--- config.mk ---
export PLATFORM = sky130hd
export DESIGN_NAME = inlier_tally
export DESIGN_NICKNAME = d
export VERILOG_FILES = /design/src/rtl/inlier_tally_pkg.sv /design/src/rtl/best_plane_register.sv /design/src/rtl/inlier_tally.sv
export SDC_FILE = /design/constraint.sdc
export NUM_CORES = 1
export LEC_CHECK = 0
export CORE_ASPECT_RATIO = 0.5
export CORE_MARGIN = 2
export CORE_UTILIZATION = 55
export DETAILED_ROUTE_END_ITERATION = 8
export PLACE_DENSITY = 0.84
export SLEW_MARGIN = 10
export SYNTH_ARGS = -nofsm -noshare
export SYNTH_HDL_FRONTEND = slang
export SYNTH_SLANG_ARGS = --single-unit
--- constraint.sdc ---
create_clock -name clock -period 6.3 [get_ports clock]
set_input_delay 1.26 -clock clock [delete_from_list [all_inputs] [get_ports clock]]
set_output_delay 1.26 -clock clock [all_outputs]
set_load 0.005 [all_outputs]
--- src/rtl/inlier_tally_pkg.sv ---
// ---------------------------------------------------------------------------
// inlier_tally_pkg
//
// Shared vector types for the RANSAC plane-fit pipeline.
//   single_t    : IEEE-754 single-precision value carried as raw bits
//   vector3s_s  : three single_t components {x, y, z}
//   plane_s     : candidate plane {normal n, offset d}
//
// The tally stage never does arithmetic on these values; it only latches,
// stores and forwards them, so they are kept as plain bit containers.
// ---------------------------------------------------------------------------
package inlier_tally_pkg;

    typedef logic [31:0] single_t;

    typedef struct packed {
        single_t x;
        single_t y;
        single_t z;
    } vector3s_s;

    typedef struct packed {
        vector3s_s n;
        single_t   d;
    } plane_s;

    localparam int PLANE_BITS = $bits(plane_s);

    // Bundle a normal and offset into one plane record.
    function automatic plane_s make_plane(input vector3s_s n_in, input single_t d_in);
        plane_s p;
        p.n = n_in;
        p.d = d_in;
        return p;
    endfunction

endpackage : inlier_tally_pkg

--- src/rtl/best_plane_register.sv ---
// ---------------------------------------------------------------------------
// best_plane_register
//
// Holds the best plane found so far together with its inlier count.
//
// Ports
//   clock         : rising-edge clock
//   reset         : asynchronous, active-low
//   i_compare     : one-cycle strobe, candidate is ready to be compared
//   i_clear       : invalidate the stored best (clears valid and count)
//   i_cand        : candidate plane
//   i_cand_count  : candidate inlier count
//   o_best_valid  : a best plane is stored
//   o_best        : stored best plane
//   o_best_count  : inlier count of the stored best plane
//
// A candidate replaces the stored plane only when it is strictly better, so
// ties keep the earlier plane. A clear arriving together with a compare
// makes the compare treat the store as empty: the candidate wins.
// ---------------------------------------------------------------------------
module best_plane_register
    import inlier_tally_pkg::*;
#(
    parameter int COUNT_WIDTH = 32
) (
    input  logic                   clock,
    input  logic                   reset,
    input  logic                   i_compare,
    input  logic                   i_clear,
    input  plane_s                 i_cand,
    input  logic [COUNT_WIDTH-1:0] i_cand_count,
    output logic                   o_best_valid,
    output plane_s                 o_best,
    output logic [COUNT_WIDTH-1:0] o_best_count
);

    logic                   r_best_valid;
    plane_s                 r_best;
    logic [COUNT_WIDTH-1:0] r_best_count;

    logic w_store_empty;
    logic w_cand_better;
    logic w_take;

    // Clear has priority over the stored contents as seen by the compare.
    assign w_store_empty = i_clear || !r_best_valid;
    assign w_cand_better = (i_cand_count > r_best_count);
    assign w_take        = i_compare && (w_store_empty || w_cand_better);

    always_ff @(posedge clock or negedge reset) begin
        if (!reset) begin
            r_best_valid <= 1'b0;
            r_best       <= '0;
            r_best_count <= '0;
        end else if (w_take) begin
            r_best_valid <= 1'b1;
            r_best       <= i_cand;
            r_best_count <= i_cand_count;
        end else if (i_clear) begin
            // The plane itself is left in place; only validity and count drop.
            r_best_valid <= 1'b0;
            r_best_count <= '0;
        end
    end

    assign o_best_valid = r_best_valid;
    assign o_best       = r_best;
    assign o_best_count = r_best_count;

endmodule : best_plane_register

--- src/rtl/inlier_tally.sv ---
// ---------------------------------------------------------------------------
// inlier_tally
//
// Counts inliers reported by check_inlier over one point cloud for one
// candidate plane, reports the count to the iteration controller and keeps
// the best plane seen so far.
//
// Ports
//   clock, reset   : rising-edge clock, asynchronous active-low reset
//   start          : begin a tally (only honoured in IDLE)
//   n, d           : candidate plane, latched on accepted start
//   point_count    : number of samples to consume, latched on accepted start
//   busy           : high in every state except IDLE
//   ivalid, inlier : sample stream from check_inlier
//   oacknowledge   : sample accept, high exactly while counting
//   rvalid         : result for the current candidate is available
//   racknowledge   : controller consumes the result
//   count          : inlier count of the last finished candidate
//   best_valid, best_n, best_d, best_count : stored best plane
//   clear_best     : invalidate the stored best plane
//
// Flow: IDLE -> COUNT (skipped when point_count is 0) -> COMPARE (one cycle)
//       -> REPORT (until racknowledge) -> IDLE.
// ---------------------------------------------------------------------------
module inlier_tally
    import inlier_tally_pkg::*;
#(
    parameter int COUNT_WIDTH = 32
) (
    input  logic                   clock,
    input  logic                   reset,
    input  logic                   start,
    input  vector3s_s              n,
    input  single_t                d,
    input  logic [COUNT_WIDTH-1:0] point_count,
    output logic                   busy,
    input  logic                   ivalid,
    input  logic                   inlier,
    output logic                   oacknowledge,
    output logic                   rvalid,
    input  logic                   racknowledge,
    output logic [COUNT_WIDTH-1:0] count,
    output logic                   best_valid,
    output vector3s_s              best_n,
    output single_t                best_d,
    output logic [COUNT_WIDTH-1:0] best_count,
    input  logic                   clear_best
);

    typedef enum logic [1:0] {
        ST_IDLE,
        ST_COUNT,
        ST_COMPARE,
        ST_REPORT
    } state_e;

    state_e                 r_state;
    plane_s                 r_cand;
    logic [COUNT_WIDTH-1:0] r_point_count;
    logic [COUNT_WIDTH-1:0] r_seen;
    logic [COUNT_WIDTH-1:0] r_inliers;
    logic [COUNT_WIDTH-1:0] r_count;
    logic                   r_busy;
    logic                   r_rvalid;

    logic [COUNT_WIDTH-1:0] w_seen_next;
    logic                   w_accept;
    logic                   w_last_sample;
    logic                   w_compare;
    plane_s                 w_best;

    assign w_seen_next   = r_seen + COUNT_WIDTH'(1);
    assign w_accept      = (r_state == ST_COUNT) && ivalid;
    // The inlier counter can never exceed seen, which can never exceed
    // point_count, so neither counter can wrap.
    assign w_last_sample = w_accept && (w_seen_next == r_point_count);
    assign w_compare     = (r_state == ST_COMPARE);

    always_ff @(posedge clock or negedge reset) begin
        if (!reset) begin
            r_state       <= ST_IDLE;
            r_cand        <= '0;
            r_point_count <= '0;
            r_seen        <= '0;
            r_inliers     <= '0;
            r_count       <= '0;
            r_busy        <= 1'b0;
            r_rvalid      <= 1'b0;
        end else begin
            case (r_state)
                ST_IDLE: begin
                    if (start) begin
                        r_cand        <= make_plane(n, d);
                        r_point_count <= point_count;
                        r_seen        <= '0;
                        r_inliers     <= '0;
                        r_busy        <= 1'b1;
                        // An empty cloud goes straight to the compare with 0.
                        r_state       <= (point_count != '0) ? ST_COUNT : ST_COMPARE;
                    end
                end

                ST_COUNT: begin
                    if (w_accept) begin
                        r_seen <= w_seen_next;
                        if (inlier) begin
                            r_inliers <= r_inliers + COUNT_WIDTH'(1);
                        end
                    end
                    if (w_last_sample) begin
                        r_state <= ST_COMPARE;
                    end
                end

                ST_COMPARE: begin
                    // Best-plane update happens in the sub-module on this cycle.
                    r_count  <= r_inliers;
                    r_rvalid <= 1'b1;
                    r_state  <= ST_REPORT;
                end

                ST_REPORT: begin
                    // start is deliberately not looked at here, even on the
                    // acknowledge cycle.
                    if (racknowledge) begin
                        r_rvalid <= 1'b0;
                        r_busy   <= 1'b0;
                        r_state  <= ST_IDLE;
                    end
                end

                default: begin
                    r_rvalid <= 1'b0;
                    r_busy   <= 1'b0;
                    r_state  <= ST_IDLE;
                end
            endcase
        end
    end

    best_plane_register #(
        .COUNT_WIDTH (COUNT_WIDTH)
    ) u_best (
        .clock        (clock),
        .reset        (reset),
        .i_compare    (w_compare),
        .i_clear      (clear_best),
        .i_cand       (r_cand),
        .i_cand_count (r_inliers),
        .o_best_valid (best_valid),
        .o_best       (w_best),
        .o_best_count (best_count)
    );

    // Upstream handshake follows the state directly so it drops the cycle
    // after the last sample is taken.
    assign oacknowledge = (r_state == ST_COUNT);
    assign busy         = r_busy;
    assign rvalid       = r_rvalid;
    assign count        = r_count;
    assign best_n       = w_best.n;
    assign best_d       = w_best.d;

endmodule : inlier_tally
run_1/met4.png
Scale bar: 100 um.
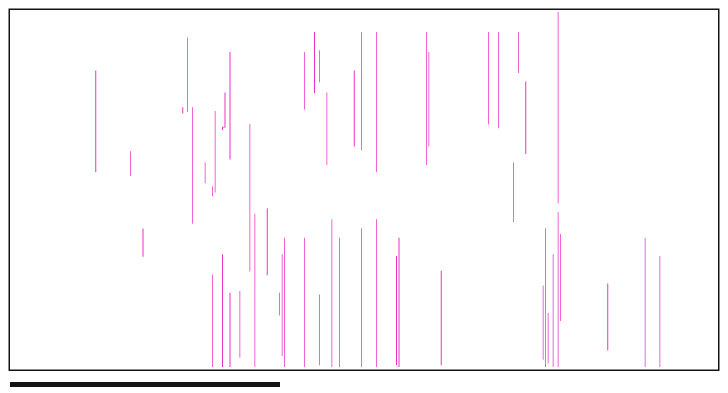
The layer holds 4.0% of the routed length. The longest straight run is 70.7 um. The layer carries 1,810 um of wire.

run_1/registers.png
Scale bar: 100 um. Other sequential cells in the stronger gray, the rest of the logic in the fainter gray.
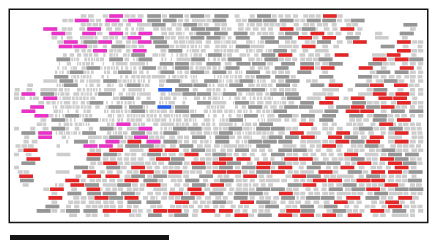
r_state: in blue, sequential cells 2. u_best.o_best: in red, sequential cells 128, where all over the die. r_point_count: in magenta, sequential cells 32.

run_1/final_congestion.png
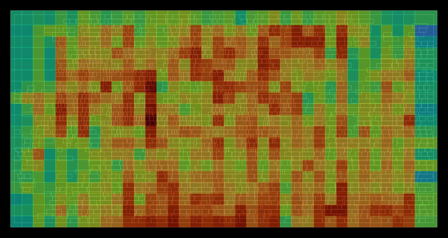
Tot GR Track Use: 26.5%
busiest grt layer: met2
GR Util met2: 47.4%

-- run 1: per-stage QoR --
step,hold WS (ns),worst slack (ns),utilization (%)
final,0.481,2.12,71.7
after global placement,0.461,2.10,67.8
after global routing,0.500,1.88,71.7
after CTS,0.483,2.17,71.6
after floorplan,0.452,3.41,-
after detailed placement,0.472,2.01,67.8
-- run 1: kinds of logic (layout without fill, tap and decap cells) --
logic type      after synthesis  after routing
buf+inv                     115            484
flops                       421            421
xor+xnor                     82             82
fa+ha+maj                    39             39
compound gates              155            155
simple gates                255            255
other cells                   0              5
mux                         326            326
-- run 1: layout make-up --
class / instances / area, um^2
diodes: 5 / 12.5
clock buffers: 51 / 1070
clock inverters: 16 / 186
fillers: 2133 / 9340
inverters: 46 / 173
multi-input cells: 857 / 7350
flip-flops and latches: 421 / 10500
well taps: 441 / 552
repair buffers: 371 / 3720
-- run 1: final timing paths --
kind	end	depth (start not counted)
max in group asynchronous	u_best.o_best[49]	2
min reg2reg	u_best.o_best[57]	1
max reg2reg	u_best.o_best[50]	9
max	u_best.o_best[50]	9
min	u_best.o_best[57]	1
min in group asynchronous	r_cand[6]	1
-- run 1: cell usage after synthesis, types with 2 or more instances --
library cell and number:
a22o_1 34, o21a_1 2, o21ai_1 4, inv_1 46, clkbuf_1 41, nand3_1 27
nor3_1 13, a211oi_1 3, nand2_1 64, o21ai_0 43, buf_2 18, a31oi_1 9
and3_1 15, mux2i_1 5, a41oi_1 2, a21o_1 14, nand2b_1 5, or4_1 2
nor2_1 54, and4_1 13, ha_1 39, xor2_1 36, xnor2_1 46, a21oi_1 19
nand4_1 26, mux2_2 233, nor4_4 2, nor2b_1 2, dfrtp_1 421, o22ai_1 4
mux2_1 88, clkbuf_2 2, o31ai_1 9, or3_1 2, buf_1 7, or2_2 2
nor4_1 15, and2_1 3, o211ai_1 3, o41ai_1 2, nor4_2 3
-- run 1: state kept, by name, summed over array words and instances (netlist names) --
signal and count:
r_seen 32, u_best.o_best_count 32, busy 1, u_best.o_best_valid 1, r_state 2, rvalid 1, r_inliers 32, count 32
r_point_count 32, r_cand 128, u_best.o_best 128
-- run 1: per-layer routing --
layer	vias up	routed length, um	global-route usage [%]	share of wire, %
met4	0	1810	10.5	3.9
met2	388	24200	47.4	53
met1	6418	17800	31.7	39
met5	-	0	0	0
li1	5651	-	-	-
met3	113	2150	4.62	4.7
-- run 1: power by group through the flow --
stage	logic, W	registers, W	clock network [W]
after floorplan	0.00193	0.00419	0
after global placement	0.00334	0.00423	0
after detailed placement	0.00350	0.00434	0
after CTS	0.00352	0.00429	0.00241
after global routing	0.00373	0.00440	0.00254
final	0.00348	0.00429	0.00236
-- run 1: worst max-delay path, cell delays in order (launching register included) --
cell     delay (ns)
dfrtp_1        0.47
ha_1           0.35
nand4_1        0.14
nor4_1         0.61
nand2_1        0.11
a21o_1         0.19
nand4_1        0.15
and3_4         0.80
buf_4          0.74
mux2_1         0.40
==> reports/results.ini, run 1 <==
[layout]
syn_to_final_growth_pct=28.8
design_area_mm2=0.0236
layout_top_cells=dfrtp_1, clkdlybuf4s50_1, mux2_2
fin_nets=1940
drive_gt1_share_pct=18.4
fin_cells=2208
layout_top_cell=dfrtp_1

[critical_path]
crit_type=reg -> reg
worstSetupStartpointType=register
crit_fanout=64
critPathLaunch=r_inliers[25]
end_kind=register
r2r_slack_ns=2.12
critPathArrivalTime_ns=4.59
worstReg2RegStart=r_inliers[25]
crit_required_ns=6.71

[synthesis]
synth-edff-count=0
ys_sh_adder_pct=2.66
syn_area_mm2=0.0183
yosys_warnings=0
yosys.area.top_type=dfrtp_1
ys_seq_share_pct=57.5
ys_top_cells_by_area=dfrtp_1, mux2_2, mux2_1
numSynthFlops=421
simple_gate_area_share_pct=7.50
avgSynthCellArea_um2=13.1
netlist_instances=1393
ys_sh_xor_pct=3.92
ys_top_logic_family=multiplexers
ys_sh_mux_pct=20.0
top_area_share_pct=57.5
synthAoiAreaFrac_pct=5.86
synthArstFlopShare_pct=100
flop_cell=dfrtp_1
yosys_area_mm2=0.0183
syn_nets=1599
synth_cell_types=56
ys_cells=1393

[place]
detailedPlacementHpwl_um=32500
gp_congestion=0.930
numPortBuffers=362
dp.cells=2136
placed_cell_area_mm2=0.0223

[hold_path]
hold_path.class=reg -> reg
hp-start=r_cand[57]

[cts]
cts_root_buf=clkbuf_16
cts_tree=done
cts_made_buffers=37
postCtsHoldBufs=0
post_cts_buffers=0
path_clk_slew_ns=0.07
clock.latency.late_pin_ns=0.54
cts_buffer_depth=3
h-tree-depth=2
cts_resized=0
clock_sinks=421

[final_timing]
worstMarginPinSlew_ns=1.25
fin_skew_ns=0.0200
maxSlewViolCount=0
max_slew_margin_pct=17.0
final.min_clock_period_ns=4.18
rsz0062_at_grt=false
finalSetupTns_ns=0
max_freq_mhz=239
finalCritPeriodShare_pct=66.4
setup_viol=0
final-hold-violation-count=0

[floorplanning]
boundaryPins=363
floorplan.rows=47
die_w_um=262
core_area_mm2=0.0329
fp_util_pct=55.6
die.size.y_um=133
chipArea_mm2=0.0349

[outcome]
status=completed

[global_routing]
grt_first_pass_wirelength_um=72700
grt_start_max_net_pins=154
antenna_found_initial=5
grt_pass1_vias=13100
grt-ovfl-total=0

[routing]
num_vias=12600
routed_via_density=5.69
drt_first_iter_violations=1062
wl_um=45900
postRouteAntennaNets=0
dr.pass1.iters=8
routedWlPerCell_um=20.8
drc=0

[pwr]
cellPowerDensity_mw_per_mm2=430
p_int_w=0.00713
power_frac_comb_pct=34.3
seqPwrFrac_pct=42.3
finalPower_w=0.0101
switchingPower_w=0.00301
vdd.ir_drop.worst_mv=0.178
leakagePower_nw=10.2
swShare_pct=29.7
p_clk_share_pct=23.3

[job]
drv_cap=0
warnings=34

==> inputs of run 2 (changes only) <==
--- a/config.mk
+++ b/config.mk
@@ -7,9 +7,9 @@
 export LEC_CHECK = 0
 export CORE_ASPECT_RATIO = 0.5
 export CORE_MARGIN = 2
-export CORE_UTILIZATION = 55
+export CORE_UTILIZATION = 47
 export DETAILED_ROUTE_END_ITERATION = 8
-export PLACE_DENSITY = 0.84
+export PLACE_DENSITY = 0.77
 export SLEW_MARGIN = 10
 export SYNTH_ARGS = -nofsm -noshare
 export SYNTH_HDL_FRONTEND = slang
==> constraint.sdc (replaced) <==
create_clock -name clock -period 3.7 [get_ports clock]
set_input_delay 0.74 -clock clock [delete_from_list [all_inputs] [get_ports clock]]
set_output_delay 0.74 -clock clock [all_outputs]
set_load 0.005 [all_outputs]
==> run 2 against run 1 <==
Wire length is 3.9% lower; via count is 2.6% lower; total power is 73% higher; clock-buffer cell count is 12 higher; largest cell class unchanged; largest power group unchanged.
==> reports/results.ini, run 2 <==
[global_routing]
grt_pass1_vias=12500  ; was 13,100
grt_start_max_net_pins=119  ; was 154
grt_usage_pct=21.8  ; was 26.5%
grt_first_pass_wirelength_um=70000  ; was 72,700 um
antenna_found_initial=6  ; was 5
grt-ovfl-total=0  ; unchanged

[synthesis]
syn_area_mm2=0.0183  ; unchanged
numSynthFlops=421  ; unchanged
yosys_area_mm2=0.0183  ; unchanged
synthArstFlopShare_pct=100  ; unchanged
synth.most_common_cell=dfrtp_1  ; unchanged
top_area_share_pct=57.5  ; unchanged
netlist_instances=1393  ; unchanged
ys_top_cells_by_area=dfrtp_1, mux2_2, mux2_1  ; unchanged
ys_seq_share_pct=57.5  ; unchanged
yosys.area.top_type=dfrtp_1  ; unchanged
yosys_warnings=0  ; unchanged
synth_cell_types=56  ; unchanged
top_cells_by_count=dfrtp_1, mux2_2, mux2_1  ; unchanged
ys_cells=1393  ; unchanged
flop_cell=dfrtp_1  ; unchanged
synth-edff-count=0  ; unchanged
syn_nets=1599  ; unchanged
avgSynthCellArea_um2=13.1  ; unchanged

[floorplanning]
boundaryPins=363  ; unchanged
floorplan.rows=51  ; was 47
die.size.y_um=144  ; was 133 um
core_area_mm2=0.0387  ; was 0.0329 mm^2
chipArea_mm2=0.0407  ; was 0.0349 mm^2
fp_util_pct=47.4  ; was 55.6%
die_w_um=283  ; was 262 um

[cts]
postCtsHoldBufs=0  ; unchanged
clock_sinks=421  ; unchanged
cts_tree=done  ; unchanged
cts_made_buffers=39  ; was 37
cts_root_buf=clkbuf_16  ; unchanged
cts_resized=0  ; unchanged
clock.latency.late_pin_ns=0.53  ; was 0.54 ns
cts_buffer_depth=3  ; unchanged
path_clk_slew_ns=0.06  ; was 0.07 ns
post_cts_buffers=0  ; unchanged
h-tree-depth=2  ; unchanged

[final_timing]
final-hold-violation-count=0  ; unchanged
finalSetupTns_ns=0  ; unchanged
rsz0062_at_grt=false  ; unchanged
hold_slack_ns=0.222  ; was 0.481 ns
fin_skew_ns=0.0139  ; was 0.0200 ns
max_freq_mhz=301  ; was 239 MHz
setup_viol=0  ; unchanged
max_slew_margin_pct=37.7  ; was 17.0%
finalCritPeriodShare_pct=89.8  ; was 66.4%
maxSlewViolCount=0  ; unchanged
worstMarginPinSlew_ns=0.930  ; was 1.25 ns
worst_slack_ns=0.377  ; was 2.12 ns
final.min_clock_period_ns=3.32  ; was 4.18 ns

[place]
placed_cell_area_mm2=0.0227  ; was 0.0223 mm^2
numPortBuffers=362  ; unchanged
gp_congestion=0.871  ; was 0.930
dp.cells=2246  ; was 2,136
detailedPlacementHpwl_um=31300  ; was 32,500 um
pre_cts_slack_ns=0.433  ; was 2.01 ns

[job]
warnings=32  ; was 34
drv_cap=0  ; unchanged

[layout]
syn_to_final_growth_pct=31.4  ; was 28.8%
layout_top_cell=dfrtp_1  ; unchanged
fin_nets=1963  ; was 1,940
drive_gt1_share_pct=19.3  ; was 18.4%
design_area_mm2=0.0241  ; was 0.0236 mm^2
fin_cells=2322  ; was 2,208
layout_top_cells=dfrtp_1, clkdlybuf4s50_1, mux2_2  ; unchanged

[pwr]
vdd.ir_drop.worst_mv=0.519  ; was 0.178 mV
p_int_w=0.0124  ; was 0.00713 W
seqPwrFrac_pct=41.6  ; was 42.3%
cellPowerDensity_mw_per_mm2=728  ; was 430 mW/mm^2
swShare_pct=29.0  ; was 29.7%
leakagePower_nw=10.4  ; was 10.2 nW
p_clk_share_pct=24.2  ; was 23.3%
switchingPower_w=0.00508  ; was 0.00301 W
power_frac_comb_pct=34.2  ; was 34.3%

[routing]
dr.pass1.iters=5  ; was 8
routed_via_density=5.27  ; was 5.69
routedWlPerCell_um=19.0  ; was 20.8 um
drc=0  ; unchanged
drt_first_iter_violations=624  ; was 1,062
postRouteAntennaNets=0  ; unchanged

[critical_path]
end_kind=register  ; unchanged
worstReg2RegStart=r_inliers[25]  ; unchanged
crit_type=reg -> reg  ; unchanged
crit_fanout=31  ; was 64
ff2ff_path_depth=9  ; unchanged
critPathArrivalTime_ns=3.72  ; was 4.59 ns
worstSetupStartpointType=register  ; unchanged
critPathLaunch=r_inliers[25]  ; unchanged
worstReg2RegEnd=u_best.o_best[76]  ; was u_best.o_best[50]
r2r_slack_ns=0.38  ; was 2.12 ns
crit_required_ns=4.10  ; was 6.71 ns

[outcome]
status=completed  ; unchanged

[hold_path]
hold_path.class=in -> async  ; was reg -> reg

[run 2: cells by family (layout without fill, tap and decap cells)]
group                      count (synthesis)  in the layout  synth area share [%]
DFF                                      421            421                  57.5
buffers and inverters                    115            508                  2.51
xor gates and xnor gates                  82             82                  3.92
other                                      0              6                     0
and+or+nand+nor                          255            255                  7.50
muxes                                    326            326                  20.0
AOI/OAI and AO/OA                        155            155                  5.86
adders and majority gates                 39             39                  2.66
[run 2: power groups by stage]
| stage | clock network, W | registers (W) | logic, W |
|---|---|---|---|
| floorplan | 0 | 0.00714 | 0.00328 |
| global placement | 0 | 0.00727 | 0.00589 |
| detailed placement | 0 | 0.00735 | 0.00605 |
| CTS | 0.00433 | 0.00728 | 0.00609 |
| global route | 0.00453 | 0.00749 | 0.00646 |
| finish | 0.00424 | 0.00728 | 0.00599 |
[run 2: final cells by class]
| class | instances | area, um^2 |
|---|---|---|
| multi-input cells | 857 | 7340 |
| inverters | 46 | 173 |
| clock buffers | 63 | 1240 |
| diodes | 6 | 15.0 |
| clock inverters | 7 | 115 |
| well taps | 530 | 663 |
| repair buffers | 392 | 3980 |
| flip-flops and latches | 421 | 10500 |
| fillers | 3037 | 14600 |
[run 2: per-layer routing]
layer	part of all wire, %	track usage (%)
met3	3.6	3.71
met2	52	38.3
met4	3.0	7.63
met5	0	0
met1	42	27.5
[run 2: stage by stage]
step	util [%]	total power, W
6_report	62.2	0.0175
5_1_grt	62.2	0.0185
4_1_cts	62.2	0.0177
3_5_place_dp	58.7	0.0134
3_3_place_gp	58.7	0.0132
2_1_floorplan	-	0.0104
[run 2: worst max-delay path by stage]
| stage | endpoint | slack (ns) |
|---|---|---|
| after floorplan | u_best.o_best[100] | 1.05 |
| after global placement | r_inliers[30] | 0.54 |
| after global routing | u_best.o_best[76] | 0.15 |
| final | u_best.o_best[76] | 0.38 |
| after detailed placement | r_inliers[30] | 0.43 |
| after CTS | u_best.o_best[76] | 0.39 |
[run 2: worst max-delay path: stages, from the launching register on]
cell	delay [ns]
dfrtp_1	0.46
ha_1	0.34
nand4_1	0.14
nor4_1	0.54
nand2_1	0.13
a21o_1	0.19
nand4_1	0.18
and3_4	0.58
buf_4	0.27
mux2_1	0.34
run_2/registers.png
Scale bar: 100 um. Other sequential cells in the stronger gray, the rest of the logic in the fainter gray.
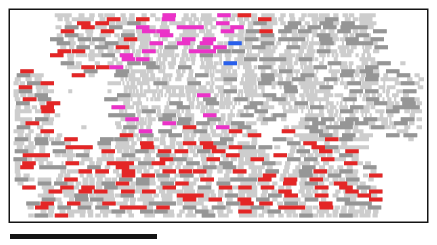
u_best.o_best: in red, sequential cells 128, where all over the die. r_point_count: in magenta, sequential cells 32, where north. r_state: in blue, sequential cells 2.
Another 259 sequential cells are not colored.
sequential power: 0.00728 W
sequential cell area share: 43.8%
Final Util: 62.2%
Flop area: 0.0105 mm^2

run_2/met4.png
Scale bar: 100 um.
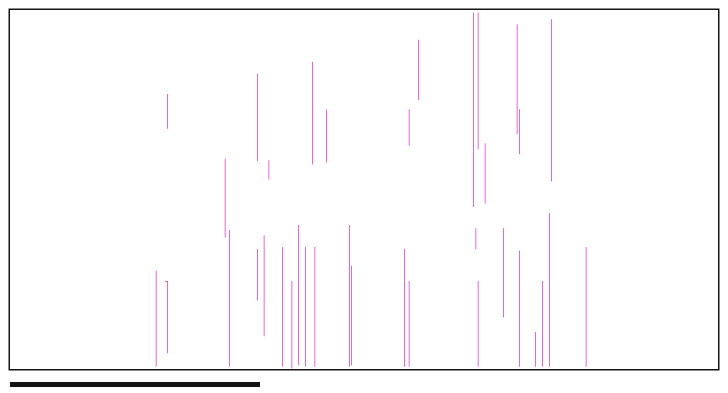
The longest straight run is 77.5 um. The layer holds 3.0% of the routed length.
Routed WL: 44,100 um
routed via count: 12,200

==> inputs of run 3 (changes only) <==
--- a/config.mk
+++ b/config.mk
@@ -5,11 +5,11 @@
 export SDC_FILE = /design/constraint.sdc
 export NUM_CORES = 1
 export LEC_CHECK = 0
-export CORE_ASPECT_RATIO = 0.5
+export CORE_ASPECT_RATIO = 0.75
 export CORE_MARGIN = 2
-export CORE_UTILIZATION = 47
+export CORE_UTILIZATION = 52
 export DETAILED_ROUTE_END_ITERATION = 8
-export PLACE_DENSITY = 0.77
+export PLACE_DENSITY = 0.8
 export SLEW_MARGIN = 10
 export SYNTH_ARGS = -nofsm -noshare
 export SYNTH_HDL_FRONTEND = slang
==> constraint.sdc (replaced) <==
create_clock -name clock -period 3.3 [get_ports clock]
set_input_delay 0.66 -clock clock [delete_from_list [all_inputs] [get_ports clock]]
set_output_delay 0.66 -clock clock [all_outputs]
set_load 0.005 [all_outputs]
==> run 3 against run 2 <==
Utilization up 7.8 points; first-iteration DRC count up 38%; critical path depth unchanged; area after synthesis unchanged; combinational power up 15%; final cell count down 2.1%; clock-buffer cell count down 6.
==> reports/results.ini, run 3 <==
[critical_path]
worstReg2RegEnd=u_best.o_best[43]  ; was u_best.o_best[76]
end_kind=register  ; unchanged
crit_required_ns=3.71  ; was 4.10 ns
ff2ff_path_depth=9  ; unchanged
crit_fanout=23  ; was 31
crit_type=reg -> reg  ; unchanged
worstSetupStartpointType=register  ; unchanged
critPathArrivalTime_ns=3.49  ; was 3.72 ns
worstReg2RegStart=r_inliers[29]  ; was r_inliers[25]
r2r_slack_ns=0.22  ; was 0.38 ns

[synthesis]
flop_cell=dfrtp_1  ; unchanged
yosys.area.top_type=dfrtp_1  ; unchanged
ys_top_logic_family=multiplexers  ; unchanged
simple_gate_area_share_pct=7.50  ; unchanged
synth-edff-count=0  ; unchanged
ys_sh_adder_pct=2.66  ; unchanged
ys_sh_xor_pct=3.92  ; unchanged
synthArstFlopShare_pct=100  ; unchanged
ys_cells=1393  ; unchanged
yosys_area_mm2=0.0183  ; unchanged
top_area_share_pct=57.5  ; unchanged
synth_cell_types=56  ; unchanged
yosys_warnings=0  ; unchanged
ys_sh_mux_pct=20.0  ; unchanged
syn_area_mm2=0.0183  ; unchanged
avgSynthCellArea_um2=13.1  ; unchanged
ys_top_cells_by_area=dfrtp_1, mux2_2, mux2_1  ; unchanged
syn_nets=1599  ; unchanged
ys_seq_share_pct=57.5  ; unchanged
top_cells_by_count=dfrtp_1, mux2_2, mux2_1  ; unchanged
synth.most_common_cell=dfrtp_1  ; unchanged
netlist_instances=1393  ; unchanged
synthAoiAreaFrac_pct=5.86  ; unchanged
numSynthFlops=421  ; unchanged

[global_routing]
grt_first_pass_wirelength_um=75100  ; was 70,000 um
grt_pass1_vias=13400  ; was 12,500
grt-ovfl-total=0  ; unchanged
grt_start_max_net_pins=105  ; was 119
antenna_found_initial=2  ; was 6
grt_usage_pct=26.1  ; was 21.8%

[final_timing]
rsz0062_at_grt=false  ; unchanged
maxSlewViolCount=0  ; unchanged
setup_viol=0  ; unchanged
fin_skew_ns=0.0148  ; was 0.0139 ns
finalCritPeriodShare_pct=93.4  ; was 89.8%
finalSetupTns_ns=0  ; unchanged
final-hold-violation-count=0  ; unchanged
worstMarginPinSlew_ns=0.775  ; was 0.930 ns
max_freq_mhz=325  ; was 301 MHz
final.min_clock_period_ns=3.08  ; was 3.32 ns
max_slew_margin_pct=48.3  ; was 37.7%
worst_slack_ns=0.219  ; was 0.377 ns
hold_slack_ns=0.0763  ; was 0.222 ns

[layout]
flop_area_mm2=0.0105  ; unchanged
fin_nets=1988  ; was 1,963
layout_top_cell=dfrtp_1  ; unchanged
n_fill_cell=2416  ; was 3,037
drive_gt1_share_pct=20.9  ; was 19.3%
syn_to_final_growth_pct=32.6  ; was 31.4%
fin_cells=2274  ; was 2,322
comb_area_mm2=0.00734  ; unchanged
layout_top_cells=dfrtp_1, clkdlybuf4s50_1, mux2_2  ; unchanged

[cts]
postCtsHoldBufs=0  ; unchanged
clock.latency.late_pin_ns=0.54  ; was 0.53 ns
cts_root_buf=clkbuf_16  ; unchanged
post_cts_buffers=0  ; unchanged
cts_made_buffers=43  ; was 39
cts_resized=0  ; unchanged
cts_tree=done  ; unchanged
h-tree-depth=2  ; unchanged
path_clk_slew_ns=0.06  ; about the same
clock_sinks=421  ; unchanged
cts_buffer_depth=3  ; unchanged

[floorplanning]
core_area_mm2=0.0347  ; was 0.0387 mm^2
boundaryPins=363  ; unchanged
fp_util_pct=52.8  ; was 47.4%
die.size.y_um=167  ; was 144 um
die_w_um=221  ; was 283 um
chipArea_mm2=0.0368  ; was 0.0407 mm^2
floorplan.rows=59  ; was 51

[place]
dp.cells=2194  ; was 2,246
detailedPlacementHpwl_um=33900  ; was 31,300 um
gp_congestion=0.890  ; was 0.871
pre_cts_slack_ns=0.00778  ; was 0.433 ns
numPortBuffers=362  ; unchanged

[job]
warnings=32  ; unchanged
drv_cap=0  ; unchanged

[routing]
routed_via_density=5.58  ; was 5.27
drc=0  ; unchanged
num_vias=12700  ; was 12,200
dr.pass1.iters=5  ; unchanged
routedWlPerCell_um=20.8  ; was 19.0 um
postRouteAntennaNets=0  ; unchanged
wl_um=47300  ; was 44,100 um
drt_first_iter_violations=861  ; was 624

[hold_path]
hold_path.class=in -> async  ; unchanged

[pwr]
vdd.ir_drop.worst_mv=0.641  ; was 0.519 mV
leakagePower_nw=10.6  ; was 10.4 nW
cellPowerDensity_mw_per_mm2=835  ; was 728 mW/mm^2

[outcome]
status=completed  ; unchanged

[run 3: cell counts after synthesis]
No cell type changed its count.
[run 3: critical path, cell delays in order, from the launching register on]
cell,delay [ns]
dfrtp_1,0.45
ha_1,0.33
nand4_1,0.14
nor4_1,0.43
nand2_1,0.10
a21o_1,0.18
nand4_1,0.17
and3_4,0.48
buf_4,0.28
mux2_1,0.35
[run 3: kinds of logic after synthesis]
group / count (synthesis)
buffers and inverters: 115
xor gates and xnor gates: 82
and+or+nand+nor: 255
AOI/OAI and AO/OA: 155
DFF: 421
adders and majority gates: 39
muxes: 326
[run 3: per-layer routing]
layer,routed length [um],global-route usage (%),up-vias
met1,20000,35.0,6429
met5,0,0,-
met2,22500,41.6,410
met4,1510,8.38,0
met3,3340,6.70,100
li1,-,-,5751
[run 3: worst max-delay path by stage]
stage / startpoint / end / cells past startpoint
after floorplan: r_inliers[25] / u_best.o_best[100] / 10
after detailed placement: point_count[1] / r_state[0] / 7
after CTS: u_best.o_best_count[27] / u_best.o_best[52] / 10
after global routing: r_seen[1] / r_state[0] / 9
after global placement: point_count[1] / r_state[0] / 7
final: r_inliers[29] / u_best.o_best[43] / 9
[run 3: where the power goes]
group | internal (W) | leakage, nW | switching, W | total (W)
Combinational | 0.00408 | 4.57 | 0.00281 | 0.00690
Sequential | 0.00709 | 5.25 | 0.00112 | 0.00821
Clock | 0.00314 | 0.755 | 0.00203 | 0.00517
Total | 0.0143 | 10.6 | 0.00596 | 0.0203
[run 3: final cells by class]
class	count	area share [%]
clock inverter	21	1.11
clock buffer	57	5.15
sequential	421	43.4
inverter	46	0.711
multi-input combinational	857	30.2
antenna	2	0.0206
timing repair buffer	413	17.0
tap	457	2.35
[run 3: metrics by stage]
step                area (um^2)  util, %  total power [W]
detailed placement        22800     65.6           0.0152
global placement          22800     65.6           0.0148
floorplan                 18300        -           0.0117
global route              24300     70.0           0.0213
finish                    24300     70.0           0.0203
CTS                       24300     70.0           0.0205
run_3/registers.png
Scale bar: 50 um. Other sequential cells in the stronger gray, the rest of the logic in the fainter gray.
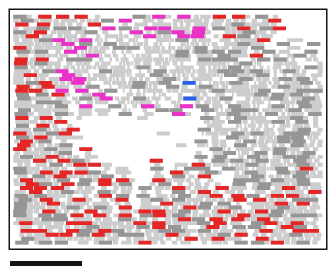
r_point_count: in magenta, sequential cells 32. r_state: in blue, sequential cells 2. u_best.o_best: in red, sequential cells 128, where all over the die.
Another 259 sequential cells are not colored.
sequential power: 0.00821 W
Final Util: 70.0%
sequential cell area share: 43.4%

run_3/metal_stack.png
Two of the layers only.
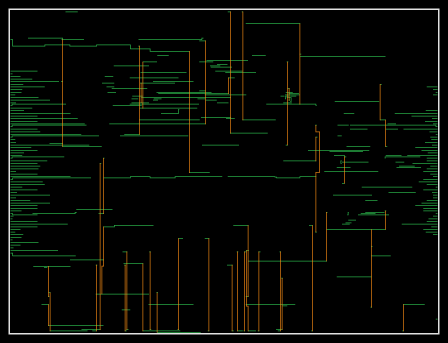
met4: in orange, wire length 1,510 um. met3: in green, wire length 3,340 um.

Power is estimated from default activity; no workload was simulated.
